### src/rtl/fetcher.sv
// Instruction-fetch stage: one AXI4-Lite-style 32-bit read per enabled pulse, with
// misaligned/bus-error reporting. Define FETCH_BUFFER_EN for a one-entry fetch buffer.
module fetcher #(
    parameter logic [31:0] RESET_INSTR = 32'h00000013
) (
    input  logic        clk,
    input  logic        rstn,
    input  logic        enabled,
`ifdef FETCH_BUFFER_EN
    input  logic        fence_i,
`endif
    output logic        completed,
    input  logic [31:0] pc,
    output logic [31:0] pc_out,
    output logic [31:0] instr_raw,
    output logic        misaligned,
    output logic        access_fault,
    output logic [31:0] m_araddr,
    output logic        m_arvalid,
    input  logic        m_arready,
    input  logic [31:0] m_rdata,
    input  logic [1:0]  m_rresp,
    input  logic        m_rvalid,
    output logic        m_rready
);

    typedef enum logic [1:0] {IDLE, ADDR, DATA, DONE} state_t;

    state_t      state;
    state_t      state_next;
    logic        aligned;
    logic        buf_hit;
    logic [31:0] buf_word;

    assign aligned = (pc[1:0] == 2'b00);

`ifdef FETCH_BUFFER_EN
    logic        buf_valid;
    logic [31:0] buf_tag;

    assign buf_hit = buf_valid && (pc == buf_tag);

    // fence_i wins over a fill landing in the same cycle
    always_ff @(posedge clk) begin
        if (!rstn || fence_i) begin
            buf_valid <= 1'b0;
            buf_tag   <= 32'h0;
            buf_word  <= RESET_INSTR;
        end else if (state == DATA && m_rvalid && m_rresp == 2'b00) begin
            buf_valid <= 1'b1;
            buf_tag   <= m_araddr;
            buf_word  <= m_rdata;
        end
    end
`else
    assign buf_hit  = 1'b0;
    assign buf_word = RESET_INSTR;
`endif

    always_ff @(posedge clk) begin
        if (!rstn) begin
            state <= IDLE;
        end else begin
            state <= state_next;
        end
    end

    always_comb begin
        state_next = state;
        case (state)
            IDLE: begin
                if (enabled) begin
                    state_next = (aligned && !buf_hit) ? ADDR : DONE;
                end
            end
            ADDR: begin
                if (m_arready) begin
                    state_next = DATA;
                end
            end
            DATA: begin
                if (m_rvalid) begin
                    state_next = DONE;
                end
            end
            DONE:    state_next = IDLE;
            default: state_next = IDLE;
        endcase
    end

    assign completed = (state == DONE);
    assign m_arvalid = (state == ADDR);
    assign m_rready  = (state == DATA);

    // m_araddr doubles as the latched pc of a bus fetch; results land on the DONE entry edge
    always_ff @(posedge clk) begin
        if (!rstn) begin
            m_araddr     <= 32'h0;
            pc_out       <= 32'h0;
            instr_raw    <= RESET_INSTR;
            misaligned   <= 1'b0;
            access_fault <= 1'b0;
        end else begin
            case (state)
                IDLE: begin
                    if (enabled) begin
                        misaligned   <= !aligned;
                        access_fault <= 1'b0;
                        if (!aligned) begin
                            pc_out    <= pc;
                            instr_raw <= RESET_INSTR;
                        end else if (buf_hit) begin
                            pc_out    <= pc;
                            instr_raw <= buf_word;
                        end else begin
                            m_araddr  <= pc;
                        end
                    end
                end
                DATA: begin
                    if (m_rvalid) begin
                        pc_out <= m_araddr;
                        if (m_rresp == 2'b00) begin
                            instr_raw <= m_rdata;
                        end else begin
                            access_fault <= 1'b1;
                            instr_raw    <= RESET_INSTR;
                        end
                    end
                end
                default: ;
            endcase
        end
    end

endmodule

### config.mk
export PLATFORM = sky130hd
export DESIGN_NAME = fetcher
export DESIGN_NICKNAME = d
export VERILOG_FILES = /design/src/rtl/fetcher.sv
export SDC_FILE = /design/constraint.sdc
export NUM_CORES = 1
export LEC_CHECK = 0
export CORE_AREA = 5 5 103 105
export CTS_BUF_LIST = sky130_fd_sc_hd__clkbuf_8
export DETAILED_ROUTE_END_ITERATION = 16
export DIE_AREA = 0 0 108 110
export GPL_TIMING_DRIVEN = 0
export PLACE_DENSITY = 0.81
export SYNTH_ARGS = -nofsm -noshare
export SYNTH_HDL_FRONTEND = slang
export SYNTH_SLANG_ARGS = --single-unit
export TNS_END_PERCENT = 50
### constraint.sdc
create_clock -name clk -period 2.2 [get_ports clk]
set_input_delay 0.22 -clock clk [delete_from_list [all_inputs] [get_ports clk]]
set_output_delay 0.22 -clock clk [all_outputs]
set_load 0.005 [all_outputs]
Fig. 1: run 1, cell sizes after repair
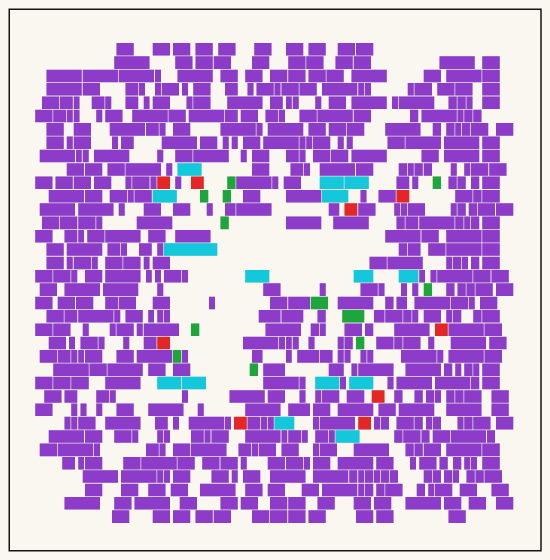
Key: red = x3 and x4 [cells 9]; green = x2 [cells 12]; purple = x1 and smaller [cells 607]; cyan = x6 and larger [cells 15]
fin area: 6197 um2
area delta synth->final: 50.78%
Non-CTS buffers: 209

Fig. 2: run 1, I/O nets highlighted
The bar under the picture is 20 um long.
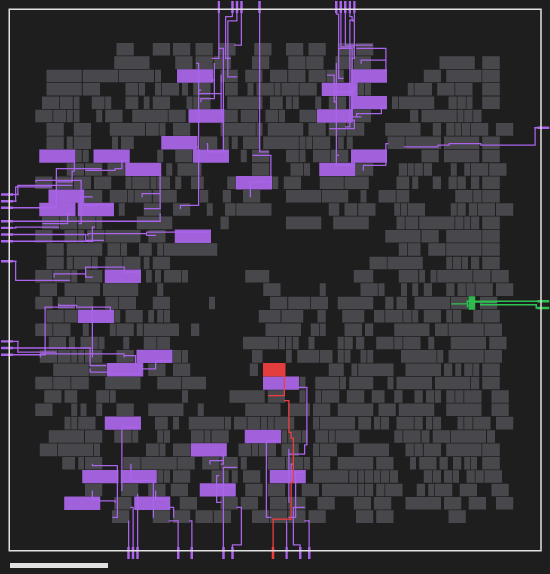
Key: purple = `pc_out` [direction output, edge 11 left, 10 top, 10 bottom, 1 right, end cells 32, buffers 32, wire 1020 um]; red = `completed` [direction output, edge bottom, end cells 1, buffers 1, wire 43.7 um]; green = `m_rresp` [direction input, edge right, end cells 1, buffers 2, wire 36.8 um]
PortBufs: 171
number of I/O pins: 172

==> flow_metrics.py, run 1 <==
# Physical implementation metrics
metrics = {
    "clock_tree": {
        "clkSinkCount": 100,
        "clk_pin_slew_worst_paths_ns": 0.09,
        "cts_buffer_depth": 2,
        "insertion_delay_ns": 0.35,
        "htreeDepth": 3,
        "cts_buffers": 9,
        "cts_tree": "done",
    },
    "synthesis": {
        "ys_sh_aoi": 0.1836,
        "ys_sh_simple": 0.1756,
        "yosysMostFrequentCell": "nand2_1",
        "yosysChipArea_um2": 4110,
        "mux_share": 0.08280,
        "largest_area_cell": "dfxtp_1",
        "synth-edff-count": 0,
        "yosysSeqAreaShare": 0.4871,
        "top_area_frac": 0.4871,
        "syn_avg_cell_area_um2": 8.994,
        "ys_cells": 457,
        "yosys-top-cells-count": "nand2_1 (124), dfxtp_1 (100), mux2i_1 (34)",
        "yosys_register_bits": 100,
        "xor_area_frac": 0,
        "synth_cells": 457,
        "fa_ha_area_frac": 0.01826,
        "synth_cell_type_count": 25,
        "synthFlopType": "dfxtp_1",
        "yosys_warnings": 0,
    },
    "power": {
        "p_seq_mw": 2.35,
        "p_leak_nw": 2.527,
        "swShare": 0.3424,
        "ir_worst_vdd_uv": 678.8,
        "p_comb_mw": 2.77,
        "seqPwrFrac": 0.375,
        "clk-power_mw": 1.15,
        "p_per_area_nw_per_um2": 1013,
    },
    "setup_path": {
        "rr_endpoint": "instr_raw[23]$_SDFFE_PN0P_",
        "rrSetupSlack_ns": 0.22,
        "crit_path_end_kind": "flop",
        "crit_arrival_ns": 2.25,
        "ff2ff_path_depth": 10,
        "required_ns": 2.48,
        "worstSetupEndpoint": "instr_raw[23]$_SDFFE_PN0P_",
        "startpoint": "state[0]$_SDFFE_PN0P_",
        "crit_path_start_kind": "flop",
    },
    "layout": {
        "nNetsFinal": 716,
        "num-fill-cells": 821,
        "drive_above_1_share": 0.05599,
        "diodes": 0,
    },
    "min_path": {
        "min_from": "m_rdata[16]",
        "hp-class": "in2reg",
        "holdPathStages": 3,
        "hold_path_end": "instr_raw[16]$_SDFFE_PN0P_",
    },
    "global_routing": {
        "grt_max_degree": 16,
        "antenna_found_initial": 0,
        "grt_pass1_vias": 3914,
        "busiest_layer": "met2",
        "grt_pass1_wl_um": 19580,
        "use_met1": 0.2528,
        "grt.met3_usage": 0.06232,
        "overflow": 0,
        "grt_use_met2": 0.3615,
    },
    "floorplan": {
        "dieHeight_um": 110,
        "die_area_um2": 11880,
        "fp_util": 0.4304,
    },
    "placement": {
        "dpl.cell_count": 761,
        "hpwl_um": 9511,
        "gp_congestion": 0.8372,
        "dpl_cell_area_um2": 5988,
    },
    "job": {
        "tool_warnings": 31,
        "cap_viol_max_count": 0,
    },
    "sta": {
        "rsz0062_at_grt": "false",
        "hold_ws_ns": 0.4444,
        "final_hold_viol_count": 0,
        "maxSlewViolCount": 0,
        "finalClockPeriodUsage": 0.8986,
    },
    "detailed_routing": {
        "drt_iter0_drc": 116,
        "drt-met1-wl_um": 5399,
        "top_layer": "met4",
        "vias_per_cell": 5.027,
        "wl_met3_um": 1021,
        "drc": 0,
        "met2WireLength_um": 5874,
    },
    "run_status": {
        "outcome": "completed",
    },
}
Fig. 3: run 1, wiring by layer
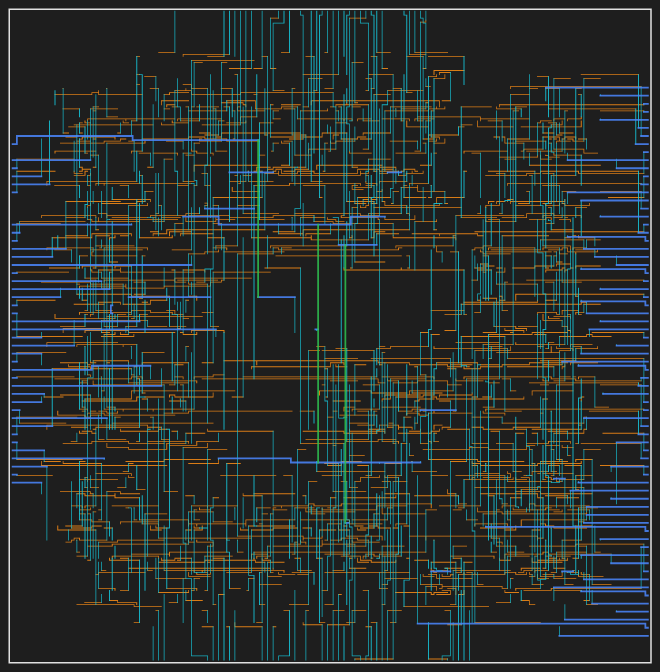
Key: blue = M3 [wire length 1020 um]; orange = M1 [wire length 5400 um]; green = M4 [wire length 114 um]; cyan = M2 [wire length 5870 um]
WL final: 12410 um
wire per inst: 15.99 um
All-Layer GR Usage: 0.2066
vias: 3901

==> run 1: metrics by stage <==
stage / setup WS, ns / util / total power [mW]
after global placement: 0.09545 / 0.6271 / 5.103
after CTS: 0.01948 / 0.6474 / 6.316
after global routing: 0.02877 / 0.6490 / 6.677
after floorplan: 0.4403 / - / 3.894
final: 0.2231 / 0.6490 / 6.275
after detailed placement: 0.01006 / 0.6271 / 5.163
==> run 1: cells in the final DEF (no fill, tap or decap), drive strengths merged <==
cell type      count
a211oi             1
a21boi            30
a21oi              5
a221oi             1
and3               3
buf               17
bufinv             1
clkbuf            31
clkdlybuf4s50    171
clkinv             1
clkinvlp           2
dfxtp            100
ha                 6
inv                5
mux2i             34
nand2            124
nand3             31
nor2              10
nor2b              2
nor3               2
nor3b              3
o211a             33
o21ai             29
o31ai              1
==> run 1: worst max-delay path: stages (launching register included) <==
cell,delay [ns]
dfxtp_1,0.35
inv_1,0.14
ha_1,0.23
buf_6,0.17
mux2i_1,0.11
a211oi_2,0.24
buf_6,0.21
buf_8,0.15
buf_6,0.14
nand3_1,0.08
o21ai_1,0.08
==> run 1: registers in the layout, indices dropped and copies added (netlist names) <==
signal        count
instr_raw        32
m_araddr         32
pc_out           32
state             2
access_fault      1
misaligned        1
==> run 1: timing repair <==
item,in CTS,in global routing
setup endpoints to repair,8,76
pin swaps,0,1
gates resized,1,7
cloned,0,0
hold endpoints to repair,0,0
==> run 1: final cells by class <==
class	instances	area [um2]	share of cell area
buffer	38	214.0	0.03452
tap	133	166.4	0.02685
clock inverter	5	53.80	0.008682
inverter	4	15.01	0.002423
sequential	100	2002	0.3230
timing repair buffer	171	1712	0.2762
multi-input combinational	315	1897	0.3061
clock buffer	10	137.6	0.02221
==> run 2, diff against run 1 <==
- GPL_ROUTABILITY_DRIVEN: not set -> 0
Fig. 4: run 2, wiring by layer
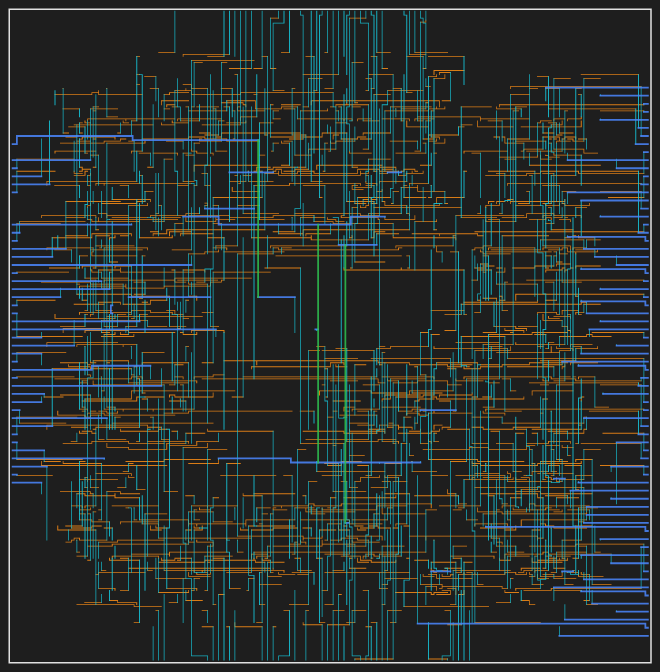
Key: green = M4 [wire length 114 um]; cyan = M2 [wire length 5870 um]; orange = M1 [wire length 5400 um]; blue = M3 [wire length 1020 um]

Fig. 5: run 2, cell outlines without signal wires
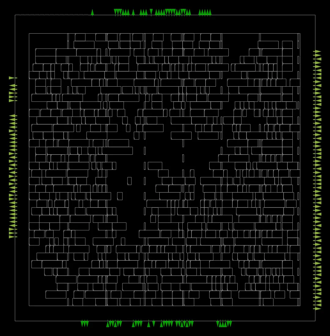
fin cells: 776
flop share of the area: 0.3230
Core Footprint: 9549 um2

Fig. 6: run 2, I/O nets highlighted
The bar under the picture is 20 um long.
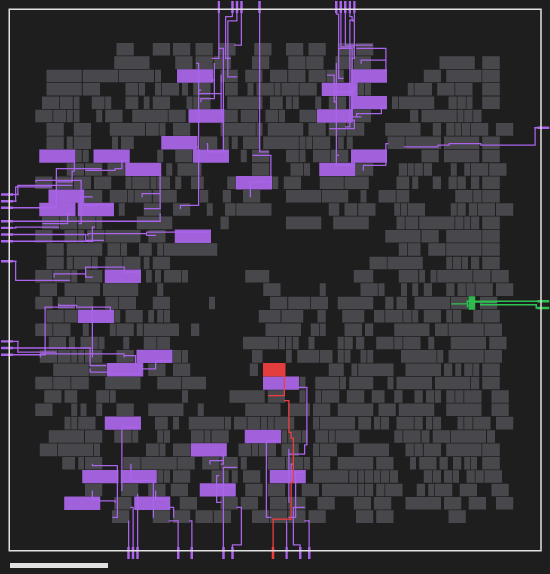
Key: green = `m_rresp` [direction input, edge right, end cells 1, buffers 2, wire 36.8 um]; purple = `pc_out` [direction output, edge 11 left, 10 top, 10 bottom, 1 right, end cells 32, buffers 32, wire 1020 um]; red = `completed` [direction output, edge bottom, end cells 1, buffers 1, wire 43.7 um]

==> run 2 against run 1 <==
Effect of this change: hold slack unchanged; synthesized area stayed put; global-route usage did not move; clock power is essentially flat.
==> flow_metrics.py, run 2 <==
# Physical implementation metrics
metrics = {
    "run_status": {
        "outcome": "completed",
    },
    "synthesis": {
        "synth-edff-count": 0,
        "synth_cell_type_count": 25,
        "xor_area_frac": 0,
        "largest_area_cell": "dfxtp_1",
        "top_area_frac": 0.4871,
        "yosysSeqAreaShare": 0.4871,
        "ys_cells": 457,
        "yosysMostFrequentCell": "nand2_1",
        "yosysChipArea_um2": 4110,
        "synth_cells": 457,
        "mux_share": 0.08280,
        "ys_sh_simple": 0.1756,
        "fa_ha_area_frac": 0.01826,
        "yosys_warnings": 0,
        "ys_sh_aoi": 0.1836,
    },
    "detailed_routing": {
        "wl_per_cell_um": 15.99,
        "drc": 0,
        "vias_per_cell": 5.027,
        "drt_iter0_drc": 116,
        "drt-total-wl_um": 12410,
    },
    "job": {
        "cap_viol_max_count": 0,
        "tool_warnings": 31,
    },
    "setup_path": {
        "cp_slowest_stage_delay_ns": 0.35,
        "critical_path.top_delay_family": "buffers and inverters",
        "crit_arrival_ns": 2.25,
        "cpMostUsedCell": "buf_6",
        "ff2ff_path_depth": 10,
        "required_ns": 2.48,
        "crit_path_start_kind": "flop",
        "rrSetupSlack_ns": 0.22,
        "slowest_stage": "dfxtp_1",
        "crit_buf_inv": 5,
        "rr_endpoint": "instr_raw[23]$_SDFFE_PN0P_",
        "worstSetupPathDepth": 10,
    },
    "clock_tree": {
        "cts_tree": "done",
        "clk_pin_slew_worst_paths_ns": 0.09,
        "cts_buffers": 9,
        "cts_buffer_depth": 2,
        "insertion_delay_ns": 0.35,
        "clkSinkCount": 100,
    },
    "sta": {
        "rsz0062_at_grt": "false",
        "hold_ws_ns": 0.4444,
        "setup_slack_ns": 0.2231,
        "final_hold_viol_count": 0,
        "maxSlewViolCount": 0,
        "finalClockPeriodUsage": 0.8986,
    },
    "placement": {
        "portBuffers": 171,
        "dpl_cell_area_um2": 5988,
        "dpl.cell_count": 761,
        "pre_cts_slack_ns": 0.01006,
        "hpwl_um": 9511,
    },
    "power": {
        "p_per_area_nw_per_um2": 1013,
        "power_mw": 6.275,
        "p_leak_nw": 2.527,
    },
    "layout": {
        "seq_area_um2": 2002,
        "drive_above_1_share": 0.05599,
        "areaGrowthSynthToFinish_pct": 50.78,
        "nNetsFinal": 716,
        "lay_top_cells": "clkdlybuf4s50_1 (171), nand2_1 (124), dfxtp_1 (100)",
        "finalInstanceArea_um2": 6197,
        "reg.largest.list": "instr_raw (32), m_araddr (32), pc_out (32)",
        "final_common_cell": "clkdlybuf4s50_1",
    },
    "floorplan": {
        "dieHeight_um": 110,
    },
    "min_path": {
        "hold_path_end": "instr_raw[16]$_SDFFE_PN0P_",
        "holdPathStages": 3,
    },
    "global_routing": {
        "grt_use_total": 0.2066,
        "grt_max_degree": 16,
        "overflow": 0,
    },
}
-- run 2: routing by layer --
layer,vias up,GRT usage,share of wire
met1,1840,0.2528,0.44
li1,1918,-,-
met3,7,0.06232,0.082
met4,0,0.04238,0.0091
met2,136,0.3615,0.47
met5,-,0,0
-- run 2: report_power, final --
part           internal [mW]  leakage [nW]  switching, mW  total, mW
sequential              2.15         0.814          0.208       2.35
clock                  0.546        0.0956          0.608       1.15
combinational           1.43          1.62           1.33       2.77
total                   4.13          2.53           2.15       6.27
-- run 2: worst max-delay path by stage --
stage                          startpoint                          to  slack, ns
floorplan           state[0]$_SDFFE_PN0P_  instr_raw[24]$_SDFFE_PN0P_       0.44
global placement                  enabled   m_araddr[11]$_SDFFE_PN0P_        0.1
detailed placement  state[0]$_SDFFE_PN0P_  instr_raw[25]$_SDFFE_PN0P_       0.01
CTS                 state[0]$_SDFFE_PN0P_   m_araddr[13]$_SDFFE_PN0P_       0.02
global route        state[0]$_SDFFE_PN0P_  instr_raw[24]$_SDFFE_PN0P_       0.03
finish              state[0]$_SDFFE_PN0P_  instr_raw[23]$_SDFFE_PN0P_       0.22
-- run 2: cell families (layout without fill, tap and decap cells) --
| group | after synthesis | in the layout |
|---|---|---|
| mux | 34 | 34 |
| flops | 100 | 100 |
| simple gates | 175 | 175 |
| buf+inv | 42 | 228 |
| fa+ha+maj | 6 | 6 |
| compound gates | 100 | 100 |
-- run 2: what timing repair did --
item	4_1_cts	5_1_grt
setup endpoints to repair	8	76
resized	1	7
hold endpoints to repair	0	0
pin swaps	0	1
-- run 2: area by class of cell --
cell class,count,area share
Multi-Input combinational cell,315,0.3061
Sequential cell,100,0.3230
Clock inverter,5,0.008682
Tap cell,133,0.02685
Inverter,4,0.002423
Clock buffer,10,0.02221
Buffer,38,0.03452
Timing Repair Buffer,171,0.2762
Power is estimated from default activity; no workload was simulated.
